Design mips_imem_loader_flat, sky130hd; sources not shown.
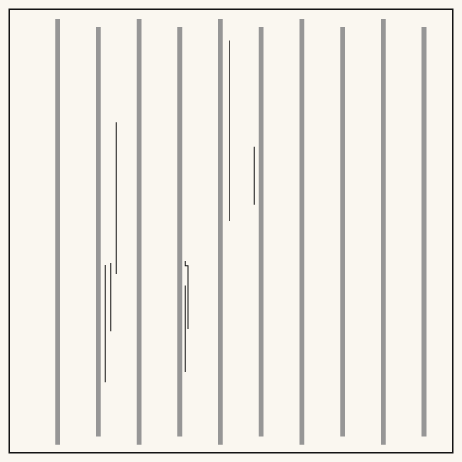
Run 1: M4 wires
(3 px per µm) Supply wires on this layer in gray.
longest straight run: 59.8 µm
main direction: vertical
share of all routed wire: 1.4%
wire length on this layer: 242 µm
nets with wire on the layer: 6
final wirelength: 17.68 mm
DR vias: 5604

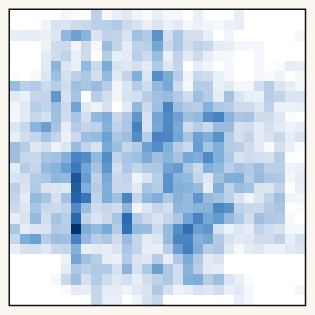
Run 1: routed metal per tile
(2 px per µm) The die is cut into 29 by 29 equal tiles; white is low, dark blue is high, scaled to the fullest tile. Values are wire area over tile area, all layers added.
tiles over half the peak: 8.7%
densest ninth of the die: center
nearly empty tiles: 16%
emptiest ninth of the die: upper right
Wirelength per Cell: 14.97 µm
All-Layer GR Usage: 16.53%

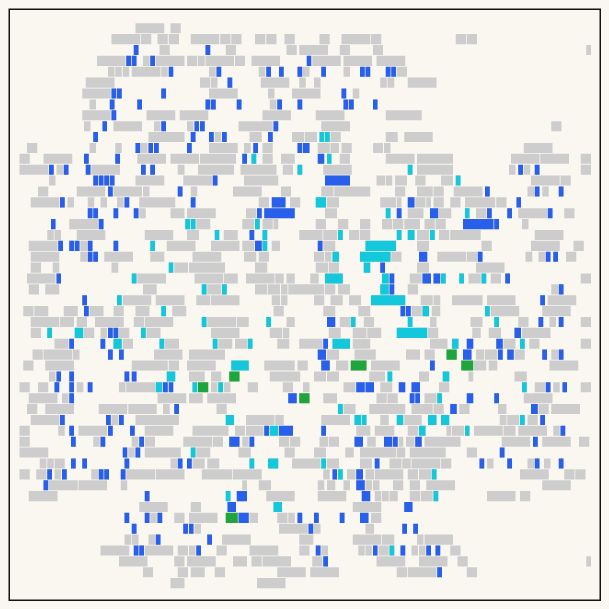
Run 1: gate families picked out
(4 px per µm)
[non-inverting ao/oa cells] green | cells: 7 | most used: a21o_1
[nor cells] cyan | cells: 86 | most used: nor2_1
[nand cells] blue | cells: 238 | most used: nand2_1 | where: spread over the die
most instantiated logic cell after routing: nand2_1
Non-Filler Instances: 1181

==> ds_physical_params.txt, run 1 <==
Physical design parameters

Parameter                              Value

Detailed routing
  Length of routed wiring on met1    8.240 mm
  Detailed-route DRC error count    0
  Average vias per placed instance    4.745
  Detailed route wirelength on metal3    469 µm

Clock network
  TritonCTS buffer count    17
  Cts-stage hold buffer count    0
  Number of H-tree branching levels    4
  Root buffer cell    clkbuf_16

Floorplanning
  Horizontal die dimension    147.4 µm
  Die Y-Extent    147.4 µm
  Die Footprint    0.02172 mm²

Yosys
  XORs/XNORs by Area    7.528%
  Post-synthesis sequential element count    between 100 and 150
  Cell area after synthesis    0.006166 mm²
  Synthesized netlist cell count    ~780
  Syn avg cell area    7.956 µm²
  Most numerous cell types in the synthesized netlist    198 x nand2_1, 140 x dfxtp_1, 99 x a21oi_1
  Synthesis area per yosys    0.006166 mm²
  Number of library cell types mapped by synthesis    54

Final layout
  Combinational Area    approximately 0.0032 mm²
  Data-path buffer share of cell area in the final layout    15.77%
  Mi-comb count    569
  Sequential cell area share    33.77%
  Flip-flop and latch area    0.002818 mm²

Placement
  Count of buffers inserted at the top-level ports    slightly below 80

Global routing
  Met3 GRT Util    3.323%
  Met2 layer usage reported by global route    28.62%
  Grt met1 use    20.82%

Run status
  Violations in the final reports    setup timing
  Run status    finished with violations

Power
  Cell-internal power    between 4 and 5 mW
  Combinational group share of total power    3.4%
  Sum of internal, switching and leakage power    5.934 mW

Final timing
  Maximum operating frequency    around 470 MHz
  Number of failing hold endpoints at the final stage    0
  Final tally of setup violations    1
  Least setup slack across all paths after layout    -0.04227 ns
  Unrepaired setup endpoints after global routing    true

Critical path
  Max incr delay on CP    0.49 ns

Worst hold path
  Hold-critical path depth    2
-- run 1: power by group through the flow --
stage | Combinational, mW | Sequential (mW) | Clock [mW]
detailed placement | 0.203 | 2.74 | 0
floorplan | 0.117 | 2.73 | 0
finish | 0.201 | 2.68 | 3.05
global placement | 0.202 | 2.74 | 0
global route | 0.218 | 2.68 | 3.24
CTS | 0.204 | 2.68 | 3.13
-- run 1: through the flow --
step | area [µm²] | setup TNS, ns | cells | util, %
after floorplan | 6231 | -0.5557 | 776 | -
after global placement | 7626 | -1.008 | 1147 | 37.69
after detailed placement | 7626 | -1.023 | 1147 | 37.69
after CTS | 8274 | -0.07157 | 1180 | 40.89
after global routing | 8344 | -0.2723 | 1181 | 41.24
final | 8344 | -0.04227 | 1181 | 41.24
==> inputs of run 2 (changes only) <==
--- a/config.mk
+++ b/config.mk
@@ -9,9 +9,10 @@
 export CAP_MARGIN = 25
 export CORE_MARGIN = 2
 export CORE_UTILIZATION = 30
+export CTS_BUF_LIST = sky130_fd_sc_hd__clkbuf_2
 export CTS_CLUSTER_SIZE = 24
 export DETAILED_ROUTE_END_ITERATION = 6
-export PLACE_DENSITY_LB_ADDON = 0.1
+export PLACE_DENSITY = 0.54
 export SLEW_MARGIN = 25
 export SYNTH_ARGS = -nofsm -noshare
 export SYNTH_HDL_FRONTEND = slang
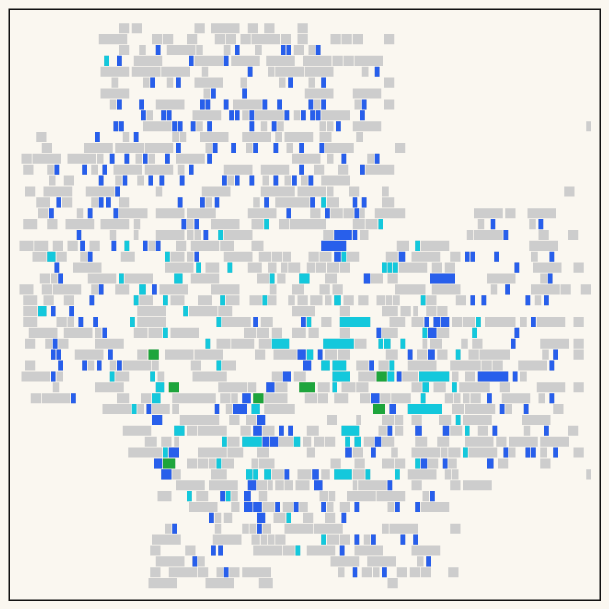
Run 2: gate families picked out
(4 px per µm)
[nor cells] cyan | cells: 86 | most used: nor2_1
[non-inverting ao/oa cells] green | cells: 7 | most used: a21o_1
[nand cells] blue | cells: 238 | most used: nand2_1 | where: spread over the die
logic share of the area: 40.67%
Non-Filler Instances: 1183

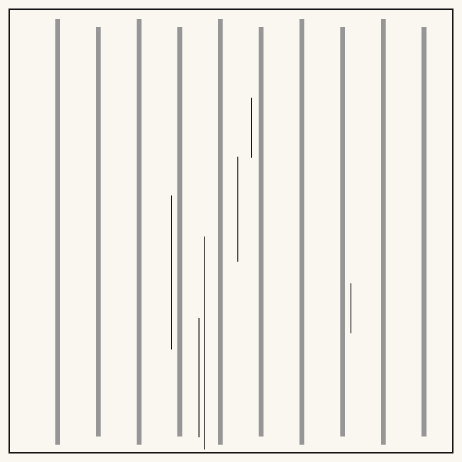
Run 2: M4 wires
(3 px per µm) Supply wires on this layer in gray.
final wirelength: 16.77 mm
DR vias: 5570

==> run 2 against run 1 <==
The flow still finishes with violations (setup timing). Clock power fell by 49%. Count of clock-buffer cells in the layout did not move. Maximum frequency fell by 1.8%. Global-route usage fell by 0.73 points. Critical endpoint is now bus_in_ready. Largest cell class unchanged. Largest power group is now sequential cells.
==> ds_physical_params.txt, run 2 <==
Physical design parameters

Parameter                              Value

Final timing
  Least setup slack across all paths after layout    -0.08222 ns (-0.03995 ns)
  Unrepaired setup endpoints after global routing    true
  Maximum operating frequency    458.2 MHz (-1.8%)
  Max Slew Vio Count    0
  Number of failing hold endpoints at the final stage    0 (unchanged)
  Setup TNS    -0.2874 ns (-0.2452 ns)
  Final tally of setup violations    6 (+5)

Yosys
  Yosys top cell area share    45.45%
  Most frequent cell after synthesis    nand2_1
  Post-synthesis sequential element count    140 (unchanged)
  Syn avg cell area    7.956 µm² (unchanged)
  XORs/XNORs by Area    7.528% (unchanged)
  Synthesis area per yosys    0.006166 mm² (unchanged)
  Synthesized netlist cell count    775 (unchanged)
  Cell area after synthesis    0.006166 mm² (unchanged)
  Most numerous cell types in the synthesized netlist    198 x nand2_1, 140 x dfxtp_1, 99 x a21oi_1
  Number of library cell types mapped by synthesis    54 (unchanged)

Placement
  Count of buffers inserted at the top-level ports    78 (unchanged)
  Instance area at placement    0.007616 mm² (-0.13%)

Floorplanning
  Die Y-Extent    147.4 µm (unchanged)
  Die Footprint    0.02172 mm² (unchanged)
  Horizontal die dimension    147.4 µm (unchanged)

Clock network
  TritonCTS buffer count    17 (unchanged)
  Root buffer cell    clkbuf_2
  Cts-stage hold buffer count    1 (+1)
  Number of H-tree branching levels    4 (unchanged)
  Clock latency at the later pin of the worst-skew pair    approximately 0.75 ns

Global routing
  Grt met1 use    22.64% (+1.8 points)
  All-Layer GR Usage    15.80% (-0.73 points)
  Antenna violations before repair    1
  Met3 GRT Util    3.323% (unchanged)

Run status
  Violations in the final reports    setup timing
  Run status    finished with violations

Final layout
  Finished Cell Area    0.008041 mm² (-3.6%)
  Most instantiated logic cell after routing    nand2_1
  End-of-flow core utilization    39.74% (-1.5 points)

Detailed routing
  Detailed route wirelength on metal3    559 µm (+19%)
  Detailed-route DRC error count    0 (unchanged)
  Wirelength per Cell    14.18 µm (-5.3%)
  Average vias per placed instance    4.708 (-0.77%)
  Length of routed wiring on met1    8.524 mm (+3.4%)

Critical path
  Max incr delay on CP    0.45 ns (-0.04 ns)
  Stages on the worst setup path    3

Power
  Sum of internal, switching and leakage power    4.453 mW (-25%)

Worst hold path
  Hold-critical path depth    3 (+1)
## run 2: cell type report
| class | count | area (µm²) | area share [%] |
|---|---|---|---|
| multi-input cells | 569 | 3271 | 40.67 |
| flip-flops and latches | 140 | 2828 | 35.16 |
| repair buffers | 163 | 1343 | 16.70 |
| well taps | 270 | 337.8 | 4.201 |
| clock inverters | 14 | 136.4 | 1.696 |
| clock buffers | 18 | 90.09 | 1.120 |
| inverters | 8 | 33.78 | 0.4201 |
| diodes | 1 | 2.502 | 0.03112 |
## run 2: where the power goes
group | total, mW | internal [mW] | switching [mW]
clock network | 1.56 | 0.462 | 1.10
logic | 0.205 | 0.0738 | 0.131
registers | 2.69 | 2.67 | 0.0176
total | 4.45 | 3.21 | 1.25
No activity file was given, so power comes from the tool's default toggle rates.
